==> images/cell_classes.png <==
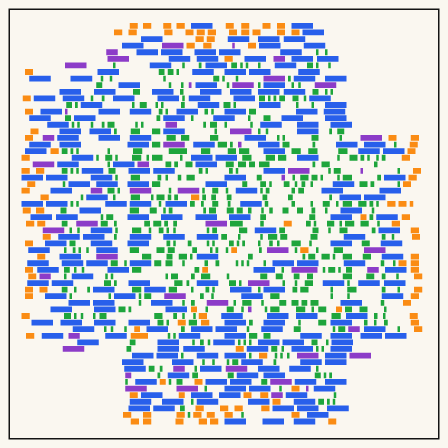
==> images/met2.png <==
The bar under the picture is 50 µm long.
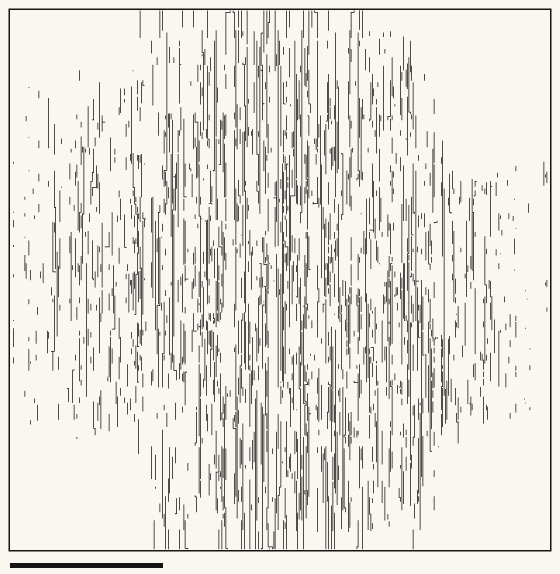
==> images/final_placement.png <==
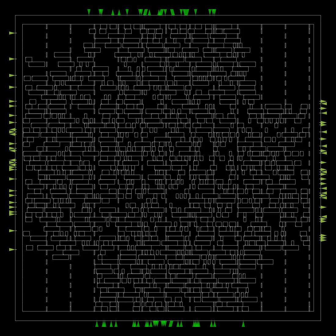
==> images/met3.png <==
The bar under the picture is 50 µm long.
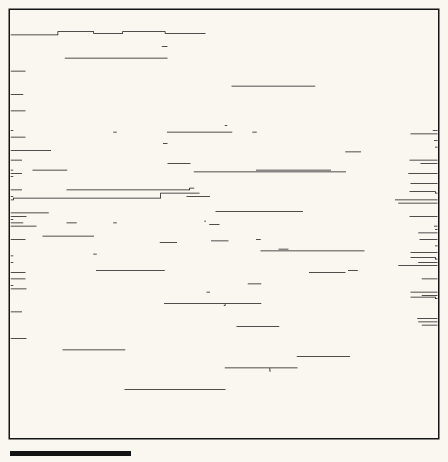
### src/rtl/irq_latch_pkg.sv
// irq_latch_pkg: register map, FSM encoding and helpers shared by the
// interrupt latch and its input synchronizer.
package irq_latch_pkg;

    localparam int NIRQ_MAX = 32;

    localparam logic [1:0] ADDR_PENDING = 2'd0;
    localparam logic [1:0] ADDR_MASK    = 2'd1;
    localparam logic [1:0] ADDR_ACTIVE  = 2'd2;
    localparam logic [1:0] ADDR_RSVD    = 2'd3;

    typedef enum logic [1:0] {
        ST_IDLE = 2'd0,
        ST_REQ  = 2'd1,
        ST_GAP  = 2'd2
    } state_e;

    // Index of the lowest set bit; 0 when v is zero.
    function automatic logic [4:0] lowest_idx(input logic [NIRQ_MAX-1:0] v);
        logic [4:0] idx;
        idx = '0;
        for (int i = NIRQ_MAX - 1; i >= 0; i--) begin
            if (v[i]) idx = 5'(i);
        end
        return idx;
    endfunction

endpackage

### src/rtl/irq_latch_sync.sv
// irq_latch_sync: SYNC_STAGES-deep synchronizer per line followed by a
// registered rising-edge detector.
//   clk, reset : clock, async active-high reset
//   irqs       : raw asynchronous level lines
//   evt        : one-cycle pulse per rising edge (registered)
module irq_latch_sync #(
    parameter int NIRQ        = 32,
    parameter int SYNC_STAGES = 2
) (
    input  logic            clk,
    input  logic            reset,
    input  logic [NIRQ-1:0] irqs,
    output logic [NIRQ-1:0] evt
);

    logic [SYNC_STAGES-1:0][NIRQ-1:0] sync_q, sync_d;
    logic [SYNC_STAGES-1:0]           vld_q, vld_d;
    logic [NIRQ-1:0]                  prev_q, prev_d;
    logic [NIRQ-1:0]                  armed_q, armed_d;
    logic [NIRQ-1:0]                  evt_q, evt_d;
    logic [NIRQ-1:0]                  lvl;

    always_comb begin
        sync_d  = {sync_q[SYNC_STAGES-2:0], irqs};
        // vld tracks when the last sync stage holds a real sample rather
        // than its reset zero.
        vld_d   = {vld_q[SYNC_STAGES-2:0], 1'b1};
        lvl     = sync_q[SYNC_STAGES-1];
        prev_d  = lvl;
        // A line is only armed once a genuine low has been observed, so a
        // line already high when reset releases never produces an event.
        armed_d = armed_q | (~lvl & {NIRQ{vld_q[SYNC_STAGES-1]}});
        evt_d   = lvl & ~prev_q & armed_q;
    end

    always_ff @(posedge clk or posedge reset) begin
        if (reset) begin
            sync_q  <= '0;
            vld_q   <= '0;
            prev_q  <= '0;
            armed_q <= '0;
            evt_q   <= '0;
        end else begin
            sync_q  <= sync_d;
            vld_q   <= vld_d;
            prev_q  <= prev_d;
            armed_q <= armed_d;
            evt_q   <= evt_d;
        end
    end

    assign evt = evt_q;

endmodule

### src/rtl/irq_latch.sv
// irq_latch: latches rising edges on up to 32 async interrupt lines into
// PENDING, filters by MASK and presents the lowest pending index to the core
// with a req/ack handshake. Registers: 0 PENDING (W1C), 1 MASK, 2 ACTIVE (RO).
//   clk, reset      : clock, async active-high reset
//   irqs            : async level interrupt lines
//   strobe/rw/addr  : bus access (rw=1 write), d_in write data
//   d_out           : registered read data
//   irq_req/irq_num : request and its line index; irq_ack accepts it
module irq_latch
    import irq_latch_pkg::*;
#(
    parameter int NIRQ        = 32,  // 1..NIRQ_MAX
    parameter int SYNC_STAGES = 2    // >= 2
) (
    input  logic            clk,
    input  logic            reset,
    input  logic [NIRQ-1:0] irqs,
    input  logic            strobe,
    input  logic            rw,
    input  logic [1:0]      addr,
    input  logic [31:0]     d_in,
    output logic [31:0]     d_out,
    output logic            irq_req,
    output logic [4:0]      irq_num,
    input  logic            irq_ack
);

    logic [NIRQ-1:0] evt;
    state_e          state_q, state_d;
    logic [NIRQ-1:0] pending_q, pending_d;
    logic [NIRQ-1:0] mask_q, mask_d;
    logic [4:0]      active_q, active_d;
    logic [31:0]     d_out_q, d_out_d;
    logic [31:0]     pend_ext, mask_ext, ack_onehot;
    logic            wr, rd;

    irq_latch_sync #(
        .NIRQ        (NIRQ),
        .SYNC_STAGES (SYNC_STAGES)
    ) u_sync (
        .clk   (clk),
        .reset (reset),
        .irqs  (irqs),
        .evt   (evt)
    );

    always_comb begin
        wr         = strobe & rw;
        rd         = strobe & ~rw;
        pend_ext   = '0;
        pend_ext[NIRQ-1:0] = pending_q;
        mask_ext   = '0;
        mask_ext[NIRQ-1:0] = mask_q;
        ack_onehot = 32'd1 << active_q;

        state_d    = state_q;
        pending_d  = pending_q;
        mask_d     = mask_q;
        active_d   = active_q;
        d_out_d    = d_out_q;

        if (wr && addr == ADDR_PENDING) pending_d = pending_d & ~d_in[NIRQ-1:0];
        if (wr && addr == ADDR_MASK)    mask_d    = d_in[NIRQ-1:0];

        case (state_q)
            ST_IDLE: begin
                if (|(pend_ext & mask_ext)) begin
                    active_d = lowest_idx(pend_ext & mask_ext);
                    state_d  = ST_REQ;
                end
            end
            ST_REQ: begin
                // Only ack leaves REQ; mask/pending changes never retract it.
                if (irq_ack) begin
                    pending_d = pending_d & ~ack_onehot[NIRQ-1:0];
                    state_d   = ST_GAP;
                end
            end
            ST_GAP:  state_d = ST_IDLE;
            default: state_d = ST_IDLE;
        endcase

        // New events are applied last so they win over W1C and ack clears.
        pending_d = pending_d | evt;

        if (rd) begin
            case (addr)
                ADDR_PENDING: d_out_d = pend_ext;
                ADDR_MASK:    d_out_d = mask_ext;
                ADDR_ACTIVE:  d_out_d = {27'b0, active_q};
                default:      d_out_d = '0;
            endcase
        end
    end

    always_ff @(posedge clk or posedge reset) begin
        if (reset) begin
            state_q   <= ST_IDLE;
            pending_q <= '0;
            mask_q    <= '0;
            active_q  <= '0;
            d_out_q   <= '0;
        end else begin
            state_q   <= state_d;
            pending_q <= pending_d;
            mask_q    <= mask_d;
            active_q  <= active_d;
            d_out_q   <= d_out_d;
        end
    end

    // Decoded straight from the state flop so reset drops it asynchronously.
    assign irq_req = (state_q == ST_REQ);
    assign irq_num = active_q;
    assign d_out   = d_out_q;

endmodule

### config.mk
export PLATFORM = sky130hd
export DESIGN_NAME = irq_latch
export DESIGN_NICKNAME = d
export VERILOG_FILES = /design/src/rtl/irq_latch_pkg.sv /design/src/rtl/irq_latch_sync.sv /design/src/rtl/irq_latch.sv
export SDC_FILE = /design/constraint.sdc
export NUM_CORES = 1
export LEC_CHECK = 0
export CELL_PAD_IN_SITES_DETAIL_PLACEMENT = 1
export CELL_PAD_IN_SITES_GLOBAL_PLACEMENT = 2
export CORE_MARGIN = 4
export CORE_UTILIZATION = 34
export DETAILED_ROUTE_END_ITERATION = 8
export PLACE_DENSITY = 0.78
export SETUP_SLACK_MARGIN = 0.15
export SYNTH_ARGS = -nofsm -noshare
export SYNTH_HDL_FRONTEND = slang
export SYNTH_HIERARCHICAL = 1
export SYNTH_SLANG_ARGS = --single-unit
### constraint.sdc
create_clock -name clk -period 4.74 [get_ports clk]
set_clock_uncertainty 0.1 [all_clocks]
set_input_delay 0.474 -clock clk [delete_from_list [all_inputs] [get_ports clk]]
set_output_delay 0.474 -clock clk [all_outputs]
set_load 0.03 [all_outputs]
==> results.py <==
# Flow results
metrics = {
    "status": {
        "outcome": "complete, no violations",
    },
    "routing": {
        "wl_per_cell_um": 18.0,
        "via_per_inst": 4.75,
        "drtIter0Drc": 273,
        "drc_errors": 0,
        "antenna_left": 0,
        "drtPass1Iterations": 4,
    },
    "synthesis": {
        "async_flop_share": 1.00,
        "topCellsByArea": "dfrtp_1, nand2_1, mux2_1",
        "avgSynthCellArea_um2": 12.4,
        "ys_ff": 265,
        "edf_count": 0,
        "ys_sh_xor": 0,
        "ys_sh_mux": 0.0715,
        "post-synth-top-area-fraction": 0.687,
        "synthTopCellsByCount": "dfrtp_1, nand2_1, nor2_1, inv_1",
        "adder_share": 0,
        "synth_warnings": 6,
        "simple_gate_share": 0.0965,
        "ys_seq_share": 0.687,
        "synth_area_um2": 9660,
        "top_logic_kind": "AND-OR/OR-AND gates",
        "syn-num-nets": 851,
        "synthAoiAreaFrac": 0.120,
        "synth_cell_types": 44,
        "synth_top_cell_by_area": "dfrtp_1",
        "synthCells": 780,
    },
    "floorplan": {
        "die_w_um": 177,
        "die_y_um": 177,
        "chipArea_um2": 31200,
    },
    "clock_tree": {
        "cts_root_buf": "clkbuf_16",
        "cts_tree": "done",
        "cts_sinks": 265,
        "htreeDepth": 1,
        "postCtsSetupRepairBufs": 0,
        "cts_buffer_depth": 3,
        "hold_buffers": 0,
        "clk_latency_ps": 530,
        "cts.repair.resized": 0,
        "path_clk_slew_ps": 60,
        "numCtsBuffers": 29,
    },
    "grt": {
        "antenna_found_initial": 0,
        "grtUsageTotal": 0.153,
        "grt_most_used_layer": "met2",
        "use_met1": 0.209,
        "grt_max_degree": 106,
        "grt_pass1_vias": 6737,
        "grt_pass1_wl_um": 37800,
    },
    "power": {
        "p_sw_w": 0.00170,
        "internal-power_w": 0.00428,
        "p_per_area_nw_per_um2": 492,
        "seq_power_share": 0.456,
        "power_w": 0.00598,
        "power_frac_comb": 0.174,
    },
    "critical_path": {
        "r2r_start": "pend_ext[8]",
        "cp_slowest_cell": "clkdlybuf4s50_1",
        "end_kind": "primary output",
        "crit_chain": "nor2b_1, clkdlybuf4s50_1",
        "path_buffers": 1,
        "critical_path_arrival_ps": 1930,
        "worst-r2r-setup-slack_ps": 2540,
        "critPathLaunch": "state_q[1]",
        "max_stage_delay_ps": 730,
        "cp.required_ps": 4170,
    },
    "placement": {
        "hpwl_um": 16200,
        "portBuffers": 108,
        "finalWeightedCongestion": 0.811,
        "post_dp_cell_area_um2": 11200,
    },
    "final_layout": {
        "layout-drive-gt1-share": 0.0744,
        "n_antenna_cell": 0,
        "flop_area_um2": 6630,
        "comb_area_um2": 2790,
    },
    "timing": {
        "hold_ws_ps": 246,
        "rsz0062_at_grt": "no",
        "hold_viol": 0,
        "fin_crit_ps": 2510,
        "worstMarginPinSlew_ps": 1200,
        "fmax_mhz": 399,
        "finalCritPeriodShare": 0.529,
        "maxSlewHeadroom": 0.200,
        "maxSlewViolCount": 0,
    },
    "worst_hold_path": {
        "hp-start": "u_sync/sync_d[63]",
        "holdCritPathClass": "reg2reg",
    },
    "run": {
        "warnings": 28,
        "max-cap-violations": 0,
    },
}
## Picture notes: cell_classes.png
flip-flops: shown in blue, cells 265, share of their area 57%. other buffers and delay cells: shown in orange, cells 117, share of their area 9.9%. clock drivers and dummy loads: shown in purple, cells 51, share of their area 8.2%. all other logic: shown in green, cells 494, share of their area 25%.
num rows: 61
final instance area: 12,200 µm²
Final Util: 0.435

## Picture notes: met2.png
The layer carries 11,300 µm of wire. 858 nets have wire on it. The layer holds 48% of the routed length. The wires run mostly vertical. The longest straight run is 71.1 µm.
GRT met2 Usage: 0.252
DRT Wirelength: 23,500 µm
vias: 6,196

## Picture notes: final_placement.png
Layout fillers: 2,999
TAP cells: 378
sequential cell count: 265
Placeable Area: 27,900 µm²

## Picture notes: met3.png
The layer carries 1,180 µm of wire. The longest straight run is 62.6 µm. The wires run mostly horizontal. 67 nets have wire on it. The layer holds 5.0% of the routed length.
met3 Use GR: 0.0317

power by group through the flow:
stage,clock [W],sequential (W),combinational (W)
6_report,0.00221,0.00273,0.00104
5_1_grt,0.00239,0.00276,0.00114
4_1_cts,0.00229,0.00273,0.00106
3_5_place_dp,0,0.00277,0.00106
3_3_place_gp,0,0.00275,0.00104
2_1_floorplan,0,0.00282,0.000496
cell type report:
| cell class | instances | area share |
|---|---|---|
| clock buffer | 46 | 0.0748 |
| clock inverter | 5 | 0.00432 |
| inverter | 38 | 0.0122 |
| multi-input combinational | 456 | 0.229 |
| sequential | 265 | 0.545 |
| tap | 378 | 0.0389 |
| timing repair buffer | 117 | 0.0951 |
worst reg2reg max path: stages (launching register included):
cell and delay [ps]:
dfrtp_1 440, a22oi_2 290, nand4_1 210, or4_4 620
o21a_4 260, o21a_1 160
worst paths after layout:
check	to	depth (start not counted)
max in group asynchronous	d_out[23]	3
max reg2reg	irq_num[4]	5
min reg2reg	u_sync/lvl[31]	0
min in group asynchronous	u_sync/evt[0]	3
min	u_sync/lvl[31]	0
max	irq_req	2
through the flow:
| stage | instances | setup WS, ps |
|---|---|---|
| 3_3_place_gp | 1254 | 1860 |
| 3_5_place_dp | 1254 | 1820 |
| 4_1_cts | 1305 | 2160 |
| 2_1_floorplan | 780 | 1460 |
| 5_1_grt | 1305 | 2150 |
| 6_report | 1305 | 2230 |
kinds of logic after synthesis:
kind of cell / Yosys count
compound gates: 157
buf+inv: 59
flops: 265
other cells: 1
simple gates: 233
mux: 65
cells in the final DEF, fill, tap and decap left out, types with 2 or more instances in the layout:
cell type and count:
nand2_1 160, buf_4 8, a21o_1 31, dfrtp_1 265, a31o_1 32, nor2_1 51, a32o_1 3, o21ai_0 5
clkinv_2 3, a21oi_1 11, o211ai_1 5, clkbuf_8 12, clkbuf_16 29, inv_1 36, nand2b_1 3, nand3_1 3
o21a_1 2, clkbuf_1 5, a21o_2 2, mux2i_1 33, a211oi_1 2, o21ai_1 33, nor2b_1 2, nor3_1 2
mux2_1 32, a22oi_2 3, and3_1 3, a22o_1 8, clkinvlp_4 2, nand4_1 3, a22oi_1 9, a31oi_1 3
clkdlybuf4s50_1 107
state kept, by name, summed over array words and instances, names as in the netlist, 5 cells and up:
name and flops:
irq_num 5, u_sync/evt 32, d_out 32, mask_ext 32, u_sync/sync_d 32, u_sync/lvl 32, u_sync/armed_q 32, pend_ext 32
u_sync/prev_q 32
routing by layer:
layer	part of all wire	vias to the layer above
met5	0	-
met4	0.019	0
met3	0.050	37
met2	0.48	111
met1	0.45	3147
li1	-	2901
Power and IR drop assume default switching activity.
